**src/rtl/lector_adc_pkg.sv**
```systemverilog
// Shared types and constants for the lector_adc SPI capture stage.
package lector_adc_pkg;

  localparam int BITS_TRAMA = 16;
  localparam int BITS_CERO  = 4;
  localparam int W_DEF      = BITS_TRAMA - BITS_CERO;
  localparam int DIV_DEF    = 4;

  typedef enum logic [1:0] {
    REPOSO   = 2'd0,
    ESPERA   = 2'd1,
    TRANSFER = 2'd2,
    FIN      = 2'd3
  } estado_e;

  // Bits needed to count 0..n-1, never less than one.
  function automatic int ancho_cnt(input int n);
    return (n < 2) ? 1 : $clog2(n);
  endfunction

endpackage

```
**src/rtl/lector_adc_if.sv**
```systemverilog
// Capture-stage bus: start strobe and serial pins on one side, parallel sample on the other.
interface lector_adc_if #(
  parameter int W = lector_adc_pkg::W_DEF
);
  logic         Iniciar;
  logic         MISO;
  logic         SCLK;
  logic         CS_n;
  logic [W-1:0] Dato;
  logic         Valido;
  logic         Ocupado;

  modport master (
    output Iniciar, MISO,
    input  SCLK, CS_n, Dato, Valido, Ocupado
  );

  modport slave (
    input  Iniciar, MISO,
    output SCLK, CS_n, Dato, Valido, Ocupado
  );
endinterface

```
**src/rtl/lector_adc_sclk.sv**
```systemverilog
// SCLK half-period generator: low half then high half, with edge and period-end strobes.
module generador_sclk
  import lector_adc_pkg::*;
#(
  parameter int DIV = DIV_DEF
) (
  input  logic CLK,
  input  logic Reset,
  input  logic en_i,
  output logic sclk_o,
  output logic flanco_baj_o,
  output logic flanco_sub_o,
  output logic fin_periodo_o
);

  localparam int CW = ancho_cnt(2 * DIV);
  localparam logic [CW-1:0] MEDIO  = CW'(DIV);
  localparam logic [CW-1:0] ULTIMO = CW'(2 * DIV - 1);

  logic [CW-1:0] cnt_q, cnt_d;

  // NOTE: every signal written here gets a default first, so no path leaves it unassigned (no latch).
  always_comb begin
    cnt_d = '0;
    if (en_i) begin
      cnt_d = (cnt_q == ULTIMO) ? '0 : cnt_q + 1'b1;
    end
  end

  always_ff @(posedge CLK) begin
    if (Reset) begin
      cnt_q <= '0;
    end else begin
      cnt_q <= cnt_d;
    end
  end

  assign sclk_o        = !(en_i && (cnt_q < MEDIO));
  assign flanco_baj_o  = en_i && (cnt_q == '0);
  assign flanco_sub_o  = en_i && (cnt_q == MEDIO);
  assign fin_periodo_o = en_i && (cnt_q == ULTIMO);

endmodule

```
**src/rtl/lector_adc.sv**
```systemverilog
// One SPI read frame per Iniciar strobe on an AD7476-class ADC; Dato held until the next frame.
// Optional build macro LECTOR_ADC_PROMEDIO_EN: Dato becomes the mean of the last four samples.
module lector_adc
  import lector_adc_pkg::*;
#(
  parameter int W   = W_DEF,
  parameter int DIV = DIV_DEF
) (
  input  logic        CLK,
  input  logic        Reset,
  lector_adc_if.slave bus
);

  localparam int EW = ancho_cnt(DIV);
  localparam int BW = $clog2(BITS_TRAMA);
  localparam logic [EW-1:0] ESP_ULT = EW'(DIV - 1);

  estado_e               state_q, state_d;
  logic [EW-1:0]         esp_q, esp_d;
  logic [BW-1:0]         bit_cnt_q, bit_cnt_d;
  logic [BITS_TRAMA-1:0] sh_q, sh_d;
  logic                  cs_n_q, sclk_q, ocupado_q, valido_q;
  logic [W-1:0]          dato_q;

  logic gen_en, gen_sclk, flanco_baj, flanco_sub, fin_periodo;
  logic fin_primero;

  assign gen_en = (state_q == TRANSFER);

  generador_sclk #(.DIV(DIV)) u_sclk (
    .CLK           (CLK),
    .Reset         (Reset),
    .en_i          (gen_en),
    .sclk_o        (gen_sclk),
    .flanco_baj_o  (flanco_baj),
    .flanco_sub_o  (flanco_sub),
    .fin_periodo_o (fin_periodo)
  );

  always_comb begin
    state_d   = state_q;
    esp_d     = '0;
    bit_cnt_d = bit_cnt_q;
    case (state_q)
      REPOSO: begin
        bit_cnt_d = '0;
        if (bus.Iniciar) state_d = ESPERA;
      end
      ESPERA: begin
        if (esp_q == ESP_ULT) state_d = TRANSFER;
        else                  esp_d   = esp_q + 1'b1;
      end
      TRANSFER: begin
        if (flanco_baj) bit_cnt_d = bit_cnt_q + 1'b1;
        // Sixteen falling edges wrap the counter back to zero: the last period just ended.
        if (fin_periodo && (bit_cnt_q == '0)) state_d = FIN;
      end
      FIN: begin
        if (esp_q == ESP_ULT) state_d = REPOSO;
        else                  esp_d   = esp_q + 1'b1;
      end
      default: state_d = REPOSO;
    endcase
  end

  always_comb begin
    sh_d = sh_q;
    if (flanco_sub) sh_d = BITS_TRAMA'({sh_q, bus.MISO});
  end

  assign fin_primero = (state_q == FIN) && (esp_q == '0);

  // Pin outputs are registered from the state, so they trail it by one cycle.
  // NOTE: sequential state uses non-blocking (<=) so every register samples pre-edge values.
  always_ff @(posedge CLK) begin
    if (Reset) begin
      state_q   <= REPOSO;
      esp_q     <= '0;
      bit_cnt_q <= '0;
      sh_q      <= '0;
      cs_n_q    <= 1'b1;
      sclk_q    <= 1'b1;
      ocupado_q <= 1'b0;
    end else begin
      state_q   <= state_d;
      esp_q     <= esp_d;
      bit_cnt_q <= bit_cnt_d;
      sh_q      <= sh_d;
      cs_n_q    <= !((state_q == ESPERA) || (state_q == TRANSFER));
      sclk_q    <= gen_sclk;
      ocupado_q <= (state_q != REPOSO);
    end
  end

`ifdef LECTOR_ADC_PROMEDIO_EN
  logic [W-1:0] hist_q [4];
  logic         pend_q;
  logic [W+1:0] suma;

  always_comb begin
    suma = (W+2)'(hist_q[0]) + (W+2)'(hist_q[1]) + (W+2)'(hist_q[2]) + (W+2)'(hist_q[3]);
  end

  // NOTE: the history is a small register array and is reset so the first averages start from zero.
  always_ff @(posedge CLK) begin
    if (Reset) begin
      for (int i = 0; i < 4; i++) hist_q[i] <= '0;
      pend_q   <= 1'b0;
      valido_q <= 1'b0;
      dato_q   <= '0;
    end else begin
      pend_q   <= fin_primero;
      valido_q <= pend_q;
      if (fin_primero) begin
        hist_q[0] <= sh_q[W-1:0];
        for (int i = 1; i < 4; i++) hist_q[i] <= hist_q[i-1];
      end
      if (pend_q) dato_q <= suma[W+1:2];
    end
  end
`else
  always_ff @(posedge CLK) begin
    if (Reset) begin
      valido_q <= 1'b0;
      dato_q   <= '0;
    end else begin
      valido_q <= fin_primero;
      if (fin_primero) dato_q <= sh_q[W-1:0];
    end
  end
`endif

  assign bus.CS_n    = cs_n_q;
  assign bus.SCLK    = sclk_q;
  assign bus.Ocupado = ocupado_q;
  assign bus.Valido  = valido_q;
  assign bus.Dato    = dato_q;

endmodule
```
**src/flat_wrapper.sv**
```systemverilog
// flat-port wrapper written by rule: the top's interface ports become plain ports
module lector_adc_flat import lector_adc_pkg::*;
#(
  parameter int W   = W_DEF,
  parameter int DIV = DIV_DEF
)
  (CLK, Reset, bus_Iniciar, bus_MISO, bus_SCLK, bus_CS_n, bus_Dato, bus_Valido, bus_Ocupado);
  lector_adc_if #(.W(W)) bus_i ();
  input  logic CLK;
  input  logic Reset;
  input wire logic [$bits(bus_i.Iniciar)-1:0] bus_Iniciar;
  input wire logic [$bits(bus_i.MISO)-1:0] bus_MISO;
  output wire logic [$bits(bus_i.SCLK)-1:0] bus_SCLK;
  output wire logic [$bits(bus_i.CS_n)-1:0] bus_CS_n;
  output wire logic [$bits(bus_i.Dato)-1:0] bus_Dato;
  output wire logic [$bits(bus_i.Valido)-1:0] bus_Valido;
  output wire logic [$bits(bus_i.Ocupado)-1:0] bus_Ocupado;
  assign bus_i.Iniciar = bus_Iniciar;
  assign bus_i.MISO = bus_MISO;
  assign bus_SCLK = bus_i.SCLK;
  assign bus_CS_n = bus_i.CS_n;
  assign bus_Dato = bus_i.Dato;
  assign bus_Valido = bus_i.Valido;
  assign bus_Ocupado = bus_i.Ocupado;
  lector_adc #(.W(W), .DIV(DIV)) u_core (.CLK(CLK), .Reset(Reset), .bus(bus_i));
endmodule
```
**config.mk**
```make
export PLATFORM = sky130hd
export DESIGN_NAME = lector_adc_flat
export DESIGN_NICKNAME = d
export VERILOG_FILES = /design/src/rtl/lector_adc_pkg.sv /design/src/rtl/lector_adc_if.sv /design/src/rtl/lector_adc_sclk.sv /design/src/rtl/lector_adc.sv /design/src/flat_wrapper.sv
export SDC_FILE = /design/constraint.sdc
export NUM_CORES = 1
export LEC_CHECK = 0
export ABC_CLOCK_PERIOD_IN_PS = 1900
export CORE_MARGIN = 1.5
export CORE_UTILIZATION = 28
export DETAILED_ROUTE_END_ITERATION = 10
export SYNTH_ARGS = -nofsm -noshare
export SYNTH_HDL_FRONTEND = slang
export SYNTH_SLANG_ARGS = --single-unit
```
**constraint.sdc**
```tcl
create_clock -name CLK -period 1.9 [get_ports CLK]
set_clock_uncertainty 0.1 [all_clocks]
set_input_delay 0.19 -clock CLK [delete_from_list [all_inputs] [get_ports CLK]]
set_output_delay 0.19 -clock CLK [all_outputs]
set_load 0.01 [all_outputs]
```
==> images/cell_classes.png <==
Drawn at 4 px/um. Fill, decap, tap and diode cells in gray.
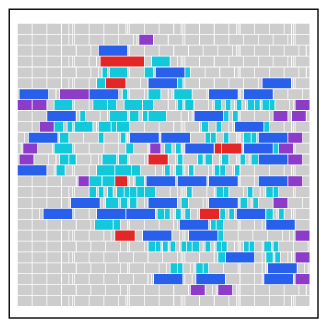
flops -> blue  # cells 39, share of their area 43%
all other logic -> cyan  # cells 130, share of their area 39%
clock drivers and dummy loads -> red  # cells 8, share of their area 6.1%
other buffers and delay cells -> purple  # cells 22, share of their area 12%

==> results.yml <==
# generated from flow reports
run_status:
  status: "finished, final reports clean"
power:
  power.share.sequential_pct: 46.0
  p_int_w: 0.00143
  peakVddDrop_mv: 0.407
  total_power_w: 0.00198
  p_leak_nw: 0.678
  p_clk_share_pct: 34.8
  comb_power_share_pct: 19.2
  swShare_pct: 28.2
  power_switching_w: 0.000559
  p_per_area_nw_per_um2: 1030
yosys:
  netlist_area_um2: 1530
  yosys.stat.seqShare_pct: 51.2
  top_cell_area_share_pct: 51.2
  syn_inst: 177
  synth_warnings: 0
  edf_count: 0
  syn_area_per_cell_um2: 8.62
  top_area_cell: "dfxtp_1"
  ys_area_um2: 1530
  synthFlopType: "dfxtp_1"
  fp_nets: 192
  ys_cells: 177
  topCellsByArea: "dfxtp_1 51%, nand2_1 12%, ha_1 9.0%, a21oi_1 8.5%, inv_1 2.7%"
  synth_flops: 39
  async_flop_share_pct: 0
  ys_types: 27
placed_design:
  port_buffers: 19
  dpl.hpwl_um: 1930
  gp_congestion: 0.713
drt:
  route.detailed.drc: 0
  antenna_left: 0
  via_per_inst: 4.44
  num_vias: 1195
  drt_iter0_drc: 61
  drtPass1Iterations: 4
  routed_wl_um: 2790
final_layout:
  fill_cells: 526
  area_delta_synth_final_pct: 25.8
  final_common_cell: "nand2_1"
  layout-drive-gt1-share_pct: 6.03
  layout.area.comb_um2: 672
  final_cell_mix: "49 x nand2_1, 39 x dfxtp_1, 26 x a21oi_1"
  antenna_cells: 0
  seqCellArea_um2: 781
  final_nets: 213
global_route:
  grt_antenna_before_repair: 0
  grt_pass1_vias: 1070
  grt_pass1_wl_um: 4820
  grt_max_degree: 27
  grt_overflow: 0
setup_path:
  rr_worst_depth: 5
  worstPathRequired_ps: 2010
  critPathMaxStageDelay_ps: 360
  arrival_ps: 1810
  r2r-start: "u_core.state_q[0]$_SDFFE_PP0P_"
  cp-start-kind: "flop"
  cp.buffers_inverters: 1
  path_cells: "inv_1, ha_1, nand3b_2, or3_1, a211oi_1"
  r2r_slack_ps: 200
  crit_fanout: 8
  cpLargestDelayFamily: "simple AND/OR/NAND/NOR gates"
  cp_slowest_cell: "or3_1"
  r2r_end: "u_core.bit_cnt_q[3]$_SDFFE_PP0P_"
  criticalPathCategory: "flop to flop"
  end_kind: "flop"
sta:
  setup-tns-final_ps: 0
  drv_slew: 0
  clock.fmax_ghz: 0.588
  worst_pin_slew_ps: 444
  finalSetupViolCount: 0
  timing.final.crit_period_ps: 1700
  relSlewSlack_pct: 70.3
  period_used_pct: 89.5
  hold_violations: 0
  rsz0062_at_grt: "no"
clock_network:
  cts_max_level: 2
  clk_latency_ps: 290
  cts_tree: "built"
  postCtsSetupBuffers: 0
  cts_sinks: 39
  ctsHoldBuffers: 0
  cts_buffer_depth: 2
  clkTransAtPathRegs_ps: 80
  post_cts_resized: 0
  root_buffer: "clkbuf_8"
  cts_buffers: 5
min_path:
  hold_start: "u_core.bus.Dato[1]$_SDFFE_PP0P_"
  worstHoldPathCells: 2
  min_path_type: "flop to flop"
  worstHoldEndpoint: "u_core.bus.Dato[1]$_SDFFE_PP0P_"
die:
  initial_core_util_pct: 29.5
  die_area_um2: 5900
  num_rows: 26
  die_h_um: 76.8
  core_area_um2: 5170
  die_w_um: 76.8
  boundaryPins: 20
job:
  cap_violations: 0
  warnings: 32
==> images/final_congestion.png <==
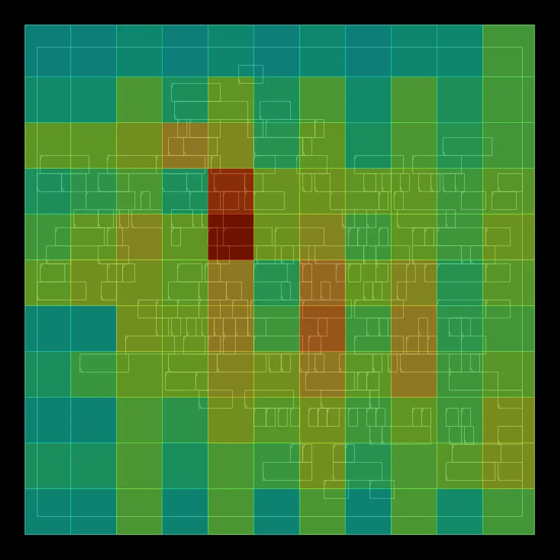
post-DR wirelength/cell: 10.4 um
met2 global-route usage: 15.7%
GRT Util Overall: 10.3%

[sequential cells by signal, summed over array words and instances (netlist names)]
name,cells
u_core.bus.Dato,12
u_core.sh_q,12
u_core.bit_cnt_q,4
u_core.u_sclk.cnt_q,3
u_core.esp_q,2
u_core.state_q,2
u_core.bus.CS_n,1
u_core.bus.Ocupado,1
u_core.bus.SCLK,1
u_core.bus.Valido,1
[cell families (layout without fill, tap and decap cells)]
| group | count (synthesis) | in the layout | share of synthesized area [%] |
|---|---|---|---|
| AND-OR/OR-AND | 31 | 31 | 11.0 |
| XOR/XNOR | 1 | 1 | 0.574 |
| adder cells (fa/ha/maj) | 11 | 11 | 9.02 |
| buffers and inverters | 19 | 41 | 4.76 |
| flip-flops | 39 | 39 | 51.2 |
| multiplexers | 1 | 1 | 0.656 |
| AND/OR/NAND/NOR | 75 | 75 | 22.8 |
[per-layer routing]
metal	global-route usage, %	routed length [um]
met2	15.7	1180
met3	4.29	146
met4	5.00	53
met5	0	0
met1	12.6	1420
[area by class of cell]
| type | instances | share of cell area, % |
|---|---|---|
| flip-flops and latches | 39 | 40.7 |
| multi-input cells | 119 | 35.0 |
| repair buffers | 22 | 11.7 |
| well taps | 70 | 4.56 |
| clock buffers | 5 | 3.59 |
| clock inverters | 3 | 2.28 |
| inverters | 11 | 2.15 |
[synthesized netlist by cell type (all sizes together) (3+ instances only)]
library cell   n
ha            11
buf            3
nand2         49
and2           3
dfxtp         39
nor2           3
nand2b         4
inv           11
a21oi         26
nand3          4
clkbuf         5
[worst max path at each step]
stage	from	end	cells past startpoint
after CTS	u_core.state_q[0]$_SDFFE_PP0P_	u_core.bit_cnt_q[3]$_SDFFE_PP0P_	5
after global routing	u_core.state_q[0]$_SDFFE_PP0P_	u_core.sh_q[9]$_SDFFE_PP0P_	5
after floorplan	u_core.state_q[0]$_SDFFE_PP0P_	u_core.bit_cnt_q[3]$_SDFFE_PP0P_	5
final	u_core.state_q[0]$_SDFFE_PP0P_	u_core.bit_cnt_q[3]$_SDFFE_PP0P_	5
after detailed placement	u_core.state_q[0]$_SDFFE_PP0P_	u_core.bit_cnt_q[3]$_SDFFE_PP0P_	5
after global placement	u_core.state_q[0]$_SDFFE_PP0P_	u_core.bit_cnt_q[3]$_SDFFE_PP0P_	5
[per-stage QoR]
step	std cells	area (um2)	hold slack [ps]	util, %	worst slack [ps]
3_3_place_gp	261	1810	343	34.9	261
2_1_floorplan	177	1530	213	-	352
6_report	269	1920	354	37.1	199
3_5_place_dp	261	1810	341	34.9	193
5_1_grt	269	1920	379	37.1	79.3
4_1_cts	269	1920	356	37.1	189
[power groups by stage]
stage          combinational (W)  clock, W  sequential (W)
3_3_place_gp            0.000379         0        0.000930
5_1_grt                 0.000426  0.000763        0.000921
4_1_cts                 0.000383  0.000722        0.000912
2_1_floorplan           0.000254         0        0.000936
3_5_place_dp            0.000379         0        0.000931
6_report                0.000380  0.000691        0.000913
[tightest hold or removal path: cells and delay by family, from the launching register on]
kind,cells,cell delay [ps]
flops,1,310
simple gates,1,50
compound gates,1,50
No activity file was given, so power comes from the tool's default toggle rates.
